--- src/rtl/maze_player_ctrl.sv ---
// Button-driven maze player: edge/auto-repeat move requests, wall lookup handshake,
// frame-synchronous position commit, exit detection.
module maze_player_ctrl #(
    parameter int BCOL_W        = 6,
    parameter int BROW_W        = 6,
    parameter int GRID_COLS     = 40,
    parameter int GRID_ROWS     = 30,
    parameter int START_BCOL    = 1,
    parameter int START_BROW    = 1,
    parameter int EXIT_BCOL     = 37,
    parameter int EXIT_BROW     = 22,
    parameter int REPEAT_CYCLES = 12500000
) (
    input  logic              clk,
    input  logic              rst,
    input  logic              i_up,
    input  logic              i_down,
    input  logic              i_left,
    input  logic              i_right,
    input  logic              i_frame_start,
    output logic              o_rom_req,
    output logic [BCOL_W-1:0] o_rom_bcol,
    output logic [BROW_W-1:0] o_rom_brow,
    input  logic              i_rom_valid,
    input  logic              i_rom_wall,
    output logic [BCOL_W-1:0] o_player_bcol,
    output logic [BROW_W-1:0] o_player_brow,
    output logic [BCOL_W-1:0] o_exit_bcol,
    output logic [BROW_W-1:0] o_exit_brow,
    output logic              o_busy,
    output logic              o_win,
    output logic [15:0]       o_moves
);
    localparam int CNT_W = $clog2(REPEAT_CYCLES + 1);

    typedef enum logic [2:0] {S_IDLE, S_REQ, S_WAIT, S_PEND, S_WIN} state_t;

    state_t            state_q, state_d;
    logic [3:0]        dir_q, dir_d;
    logic [CNT_W-1:0]  cnt_q, cnt_d;
    logic [BCOL_W-1:0] col_q, col_d, tcol_q, tcol_d;
    logic [BROW_W-1:0] row_q, row_d, trow_q, trow_d;
    logic [15:0]       moves_q, moves_d;

    logic [3:0] dirs;
    logic       single, move_req, blocked;

    assign dirs   = {i_right, i_left, i_down, i_up};
    assign single = (dirs != 4'd0) && ((dirs & (dirs - 4'd1)) == 4'd0);

    // A request fires on a new single direction, then every REPEAT_CYCLES while held.
    always_comb begin
        move_req = 1'b0;
        cnt_d    = cnt_q;
        dir_d    = single ? dirs : 4'd0;
        if (!single) begin
            cnt_d = '0;
        end else if (dirs != dir_q) begin
            move_req = 1'b1;
            cnt_d    = '0;
        end else if (cnt_q == CNT_W'(REPEAT_CYCLES - 1)) begin
            move_req = 1'b1;
            cnt_d    = '0;
        end else begin
            cnt_d = cnt_q + CNT_W'(1);
        end
    end

    // Bounds checked one bit wider so the last column/row never wraps.
    always_comb begin
        blocked = 1'b0;
        tcol_d  = tcol_q;
        trow_d  = trow_q;
        if (state_q == S_IDLE) begin
            tcol_d = col_q;
            trow_d = row_q;
        end
        unique case (dirs)
            4'b0001: begin
                blocked = (row_q == '0);
                trow_d  = row_q - BROW_W'(1);
            end
            4'b0010: begin
                blocked = ({1'b0, row_q} + (BROW_W+1)'(1)) >= (BROW_W+1)'(GRID_ROWS);
                trow_d  = row_q + BROW_W'(1);
            end
            4'b0100: begin
                blocked = (col_q == '0);
                tcol_d  = col_q - BCOL_W'(1);
            end
            4'b1000: begin
                blocked = ({1'b0, col_q} + (BCOL_W+1)'(1)) >= (BCOL_W+1)'(GRID_COLS);
                tcol_d  = col_q + BCOL_W'(1);
            end
            default: blocked = 1'b1;
        endcase
        if (state_q != S_IDLE) begin
            tcol_d = tcol_q;
            trow_d = trow_q;
        end
    end

    always_comb begin
        state_d = state_q;
        col_d   = col_q;
        row_d   = row_q;
        moves_d = moves_q;
        unique case (state_q)
            S_IDLE: if (move_req && !blocked) state_d = S_REQ;
            S_REQ:  state_d = S_WAIT;
            S_WAIT: if (i_rom_valid) state_d = i_rom_wall ? S_IDLE : S_PEND;
            S_PEND: if (i_frame_start) begin
                col_d   = tcol_q;
                row_d   = trow_q;
                moves_d = (moves_q == 16'hFFFF) ? moves_q : moves_q + 16'd1;
                state_d = (tcol_q == BCOL_W'(EXIT_BCOL) && trow_q == BROW_W'(EXIT_BROW))
                          ? S_WIN : S_IDLE;
            end
            S_WIN:  state_d = S_WIN;
            default: state_d = S_IDLE;
        endcase
    end

    always_ff @(posedge clk) begin
        if (rst) begin
            state_q <= S_IDLE;
            dir_q   <= '0;
            cnt_q   <= '0;
            col_q   <= BCOL_W'(START_BCOL);
            row_q   <= BROW_W'(START_BROW);
            tcol_q  <= '0;
            trow_q  <= '0;
            moves_q <= '0;
        end else begin
            state_q <= state_d;
            dir_q   <= dir_d;
            cnt_q   <= cnt_d;
            col_q   <= col_d;
            row_q   <= row_d;
            tcol_q  <= tcol_d;
            trow_q  <= trow_d;
            moves_q <= moves_d;
        end
    end

    assign o_rom_req     = (state_q == S_REQ);
    assign o_rom_bcol    = o_rom_req ? tcol_q : '0;
    assign o_rom_brow    = o_rom_req ? trow_q : '0;
    assign o_player_bcol = col_q;
    assign o_player_brow = row_q;
    assign o_exit_bcol   = BCOL_W'(EXIT_BCOL);
    assign o_exit_brow   = BROW_W'(EXIT_BROW);
    assign o_busy        = (state_q == S_REQ) || (state_q == S_WAIT) || (state_q == S_PEND);
    assign o_win         = (state_q == S_WIN);
    assign o_moves       = moves_q;

endmodule
--- config.mk ---
export PLATFORM = sky130hd
export DESIGN_NAME = maze_player_ctrl
export DESIGN_NICKNAME = d
export VERILOG_FILES = /design/src/rtl/maze_player_ctrl.sv
export SDC_FILE = /design/constraint.sdc
export NUM_CORES = 1
export LEC_CHECK = 0
export CAP_MARGIN = 20
export CORE_MARGIN = 2
export CORE_UTILIZATION = 58
export CTS_BUF_LIST = sky130_fd_sc_hd__clkbuf_16
export DETAILED_ROUTE_END_ITERATION = 12
export GPL_ROUTABILITY_DRIVEN = 0
export HOLD_SLACK_MARGIN = 0.08
export PLACE_DENSITY = 0.89
export SETUP_SLACK_MARGIN = 0.05
export SLEW_MARGIN = 40
export SYNTH_ARGS = -nofsm -noshare
export SYNTH_HDL_FRONTEND = slang
export SYNTH_SLANG_ARGS = --single-unit
--- constraint.sdc ---
create_clock -name clk -period 4.23 [get_ports clk]
set_input_delay 0.6345 -clock clk [delete_from_list [all_inputs] [get_ports clk]]
set_output_delay 0.6345 -clock clk [all_outputs]
set_load 0.03 [all_outputs]
==> Changelog: implementation, run 1 <==
### Changed

- M1 WL: 3.69 mm
- Setup TNS: 0 ns
- Outcome: finished clean
- DPL Wire Length: 6.28 mm
- FP Core Util: 60.2%
- Non-filler instance count after layout: 606
- Cell Count Post-Placement: 590
- Mux contribution to synthesized area: 1.04%
- Post-route DRC: 0
- RSZ-0062 raised after global routing: false
- Leak: 1.69 nW
- Chip area line of the yosys report: 3840 um^2
- Highest metal used: met4
- Worst relative slew slack: 47.2%
- Die Area: 7290 um^2
- Critical path data arrival time: 3.19 ns
- Pwr Density: 360 nW/um^2
- Clk root buf: clkbuf_16
- Commonest Layout Cell: nor2_1
- Hold Buf Count CTS: 0
- Reg clk slew, reported paths: 0.06 ns
- Hold WC Path Type: flip-flop to flip-flop
- Crit path kind: input port to flip-flop
- Cell variety after synth: 48
- Worst-Margin Slew: 0.785 ns
- Hold slack: 0.467 ns
- CP Max Fanout: 8
- Die span in x: 85.4 um
- Psw: 0.387 mW
- Area Growth Syn to Fin: 22.1%
- Max-Cap Viols: 0
- Tool warning count: 28
- Largest net degree at the start of global routing: 46
- Async SR Flop Fraction: 0%
- Cell count listed in synth_stat.txt: 479
- Combinational Power Share: 7.1%
- Maximum vdd drop: 0.370 mV
- Synth Area per Inst: 8.02 um^2
- ANT nets after route: 0
- GRT Resource Usage Total: 25.6%
- Xor+xnor area frac: 11.2%
- Die Height: 85.4 um
- Final Hold Viols: 0
- Total grt overflow: 0
- Grt peak-use layer: met2
- Main logic family after synthesis: simple AND/OR/NAND/NOR gates
- GR Util met2: 44.5%
- Switching Fraction: 22.9%
- Critical path capture point type: flip-flop
- Initial antenna violation count: 0
- Post-CTS Resized: 0
- H-tree depth: 3
- Number of enable flip-flop cells: 0
- Cell Area, Synth: 3840 um^2
- Met2 wire length: 4.68 mm
- Vias in the first global route: 3175
- Fin crit period: 2.95 ns
- Logic power comb: 0.120 mW
- Post-CTS Setup Inserts: 0
- Total Power: 1.69 mW
- Place WS: 1.00 ns
- Fin worst setup slack: 1.28 ns
- Seq power: 0.694 mW
- Final net count: 548
- Syn. warnings: 0
- Gate Count Post-Synth: 479
- Routed WL per cell: 15.0 um
- Share of layout cells above drive strength 1: 4.35%
- Clock power frac: 51.8%
- Fin area: 4690 um^2
- Synthesized registers: 71
- Most instantiated logic cells after routing: nor2_1, dfxtp_1, nand2_1, clkdlybuf4s50_1, xor2_1
- Clock Tree Buf Depth: 2
- Layout Skew: 0.00616 ns
- # diodes: 0
- DRT iter0 DRCs: 237
==> run 1: registers in the layout, summed over array words and instances, names as in the netlist <==
signal	cells
trow_q	6
o_moves	16
tcol_q	6
o_player_brow	6
o_player_bcol	6
dir_q	4
state_q	3
cnt_q	24
==> run 1: synth_stat cells (4+ instances only) <==
library cell   n  area [um^2]
buf_4         14          105
dfxtp_1       71         1420
and3_1         8         50.1
a21oi_1       27          135
nand4_1        8         50.1
mux2i_1        4         40.0
nor4_1        13         81.3
nand3_1       19         95.1
nor2_1        75          282
ha_1          13          163
inv_1          8         30.0
nor3_1         8         40.0
xnor2_1       15          131
o21ai_0       15         75.1
clkbuf_1      15         56.3
a211oi_1      10         75.1
nand2_1       56          210
xor2_1        34          298
a21o_1         4         30.0
and2_1        17          106
==> run 1: worst paths after layout <==
check,endpoint,depth (start not counted),start,slack [ns]
max,trow_q[5],12,i_left,1.28
min,cnt_q[0],1,cnt_q[0],0.47
max reg2reg,cnt_q[19],6,cnt_q[14],1.90
min reg2reg,cnt_q[0],1,cnt_q[0],0.47
==> run 1: final cells by class <==
cell class	instances	area [um^2]
inverter	8	30.0
clock inverter	7	120
fill	462	1690
tap	77	96.3
sequential	71	1420
timing repair buffer	55	541
multi-input combinational	379	2260
clock buffer	9	225
==> run 1: critical path, cell delays in order <==
cell and delay (ns):
clkdlybuf4s50_1 0.53, nor2_1 0.21, nand2_1 0.09, nor2_1 0.20, inv_1 0.17, ha_1 0.33
a211oi_1 0.31, o211ai_1 0.14, o31ai_1 0.07, o21ai_0 0.14, xor2_1 0.16, a211oi_1 0.21
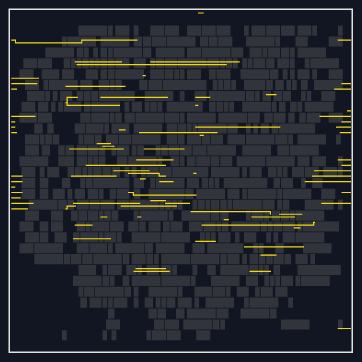
**Above:** run 1 (signal wires on met3).
Scale: 4 px per um. Cells faint in the background.
main direction: horizontal
nets with wire on the layer: 62
longest straight run: 37.3 um
detailed-route via count: 3521
met3 Use GR: 7.20%
WL final: 9.09 mm

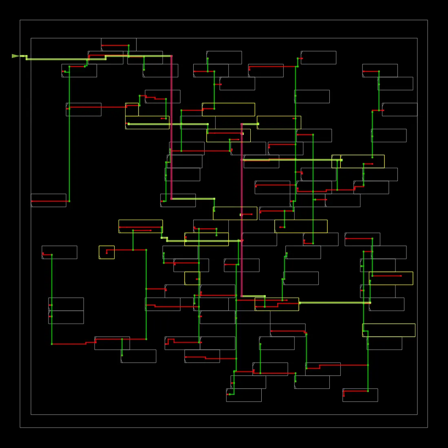
**Above:** run 1 (the clock network).
clock buffer count: 9
CTS Buf Count: 9
clock sinks: 71
registers: 71
clk pwr: 0.874 mW

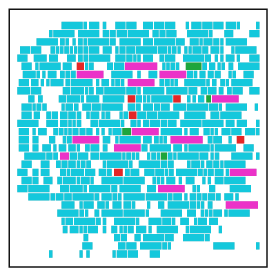
**Above:** run 1 (cell sizes after repair).
Scale: 3 px per um.
[red] x3 and x4 | cells: 6 | share: 1.1%
[magenta] x6 and larger | cells: 13 | share: 2.5%
[green] x2 | cells: 4 | share: 0.76%
[cyan] x1 and smaller | cells: 506 | share: 96%

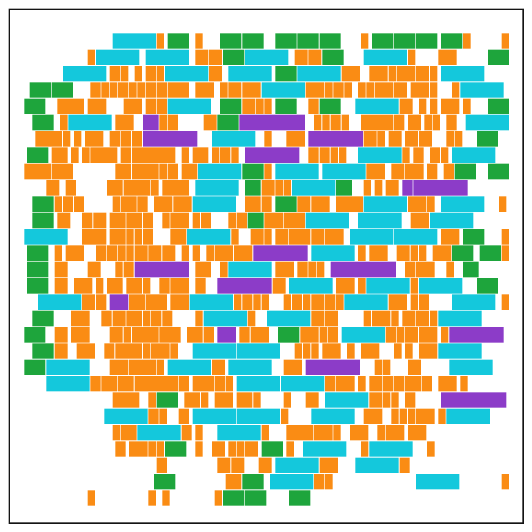
**Above:** run 1 (cell classes on the final placement).
Scale: 6 px per um.
[orange] remaining logic cells | cells: 387
[purple] clock drivers and dummy loads | cells: 16
[cyan] registers | cells: 71
[green] remaining buffers and delay cells | cells: 55
total core area: 6390 um^2
# rows: 29

==> run 1 -> run 2 <==
CORE_UTILIZATION = 48   (was 58)
PLACE_DENSITY = 0.79   (was 0.89)
clock period = 2.5 ns   (was 4.23 ns; I/O delays follow)
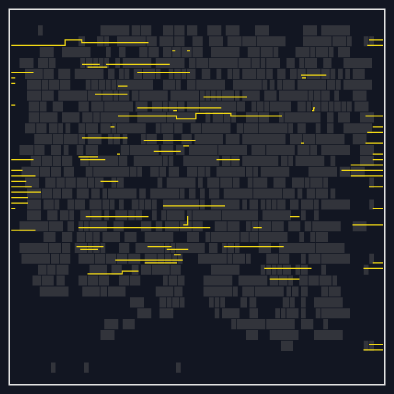
**Above:** run 2 (signal wires on met3).
Scale: 4 px per um. Cells faint in the background.
wire length on this layer: 512 um
longest straight run: 32.7 um
share of all routed wire: 5.5%
main direction: horizontal
nets with wire on the layer: 62
WL final: 9.30 mm
detailed-route via count: 3582
met3 Use GR: 5.00%

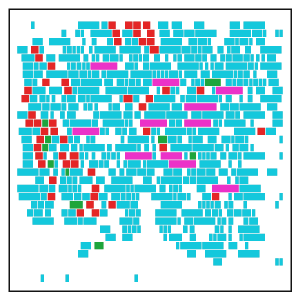
**Above:** run 2 (cell sizes after repair).
Scale: 3 px per um.
[magenta] x6 and larger | cells: 11 | share: 2.0%
[cyan] x1 and smaller | cells: 488 | share: 87%
[green] x2 | cells: 10 | share: 1.8%
[red] x3 and x4 | cells: 52 | share: 9.3%
fin area: 4920 um^2
Area Growth Syn to Fin: 27.9%

==> Changelog: implementation, run 2 <==
### Changed

- FP Core Util: 49.7%
- Outcome: finished clean
- Final Hold Viols: 0
- Worst relative slew slack: 54.2%
- HP Start: cnt_q[0]
- Cell count listed in synth_stat.txt: 479
- Critical path capture point type: flip-flop
- # diodes: 0
- Syn. warnings: 0
- Top cells by count: nor2_1, dfxtp_1, nand2_1
- Crit path max-delay family: AND-OR/OR-AND gates
- R2r setup slk: 0.47 ns
- Cell Count Post-Placement: 648
- DPL Wire Length: 6.61 mm
- Top cells, area: dfxtp_1, xor2_1, nor2_1
- RSZ-0062 raised after global routing: false
- Top reg by flops: cnt_q
- Final net count: 581
- Total Power: 2.64 mW
- Max-Cap Viols: 0
- Reg clk slew, reported paths: 0.05 ns
- Share of layout cells above drive strength 1: 13.0%
- Slowest-stage cell, CP: clkdlybuf4s50_1
- Xor+xnor area frac: 11.2%
- Total grt overflow: 0
- Crit path kind: input port to flip-flop
- Number of buffers and inverters on the critical path: 2
- FF-to-FF path depth: 6
- CP Max Fanout: 5
- Worst hold endpoint: cnt_q[0]
- Post-route DRC: 0
- Routed WL per cell: 14.0 um
- Gate Count Post-Synth: 479
- ANT nets after route: 0
- R2R Path End: o_moves[4]
- Largest net degree at the start of global routing: 32
- GRT Resource Usage Total: 22.3%
- Highest metal used: met4
- Clock Tree Buf Depth: 2
- Met2 wire length: 4.64 mm
- Commonest Layout Cell: nor2_1
- Top cell by count, worst path: nor2_2
- Synthesized registers: 71
- Worst-Margin Slew: 0.680 ns
- Mux contribution to synthesized area: 1.04%
- Non-filler instance count after layout: 663
- Main logic family after synthesis: simple AND/OR/NAND/NOR gates
- Cell Area, Synth: 3840 um^2
- Async SR Flop Fraction: 0%
- M1 WL: 4.02 mm
- H-tree depth: 3
- Initial antenna violation count: 0
- Leading area contributor after synthesis: dfxtp_1
- Total core area: 7730 um^2
- Die span in x: 93.5 um
- Post-CTS Setup Inserts: 0
- DRT iter0 DRCs: 120
- FF-to-FF Start: o_moves[6]
- Critical path data arrival time: 2.53 ns
- CP cell instances: clkdlybuf4s50_1, nor2_2, nand2_1, nor2_2, inv_2, ha_1, a211oi_2, o211ai_1, o31ai_1, o21ai_1, xor2_1, a211oi_1
- Die Area: 8740 um^2
- Max stage delay on crit path: 0.47 ns
- Fin crit period: 2.29 ns
- Cell variety after synth: 48
- Vias in the first global route: 3494
- Clk root buf: clkbuf_16
- Synth Area per Inst: 8.02 um^2
- Leak: 1.87 nW
[run 2: cell counts after synthesis]
No cell type changed its count.
[run 2: cell type report]
class / instances / area (um^2)
fillers: 631 / 2810
multi-input cells: 379 / 2280
flip-flops and latches: 71 / 1420
repair buffers: 88 / 771
clock buffers: 9 / 225
well taps: 102 / 128
clock inverters: 6 / 63.8
inverters: 8 / 30.0
[run 2: power by group]
group	internal (mW)	switching (mW)	total (mW)
clock network	0.764	0.475	1.24
registers	1.15	0.0244	1.18
logic	0.0931	0.137	0.230
total	2.01	0.636	2.64
[run 2: routing by layer]
metal | vias to the layer above | global-route usage (%)
li1 | 1782 | -
met5 | - | 0
met2 | 109 | 38.7
met1 | 1674 | 27.2
met3 | 17 | 5.00
met4 | 0 | 7.48
[run 2: through the flow]
step	hold slack (ns)	setup WS, ns	area, um^2	utilization [%]	setup TNS [ns]
floorplan	0.429	0.229	3880	-	0
global placement	0.443	-0.200	4610	59.6	-0.555
detailed placement	0.463	-0.288	4610	59.6	-1.02
CTS	0.476	0.0925	4900	63.4	0
global route	0.498	0.0415	4920	63.6	0
finish	0.468	0.213	4920	63.6	0
[run 2: timing repair]
| item | CTS | global route |
|---|---|---|
| pin swaps | 0 | 0 |
| resized | 1 | 8 |
| setup endpoints to repair | 1 | 3 |
| hold buffers | 0 | 0 |
[run 2: how the worst max path moves through the flow]
stage | start | to | slack (ns) | cells past startpoint
6_report | i_right | trow_q[5] | 0.21 | 12
5_1_grt | i_right | trow_q[5] | 0.04 | 12
4_1_cts | i_left | trow_q[5] | 0.09 | 12
3_5_place_dp | i_left | trow_q[5] | -0.29 | 12
3_3_place_gp | i_left | trow_q[5] | -0.20 | 12
2_1_floorplan | i_down | trow_q[5] | 0.23 | 11
Power and IR drop assume default switching activity.
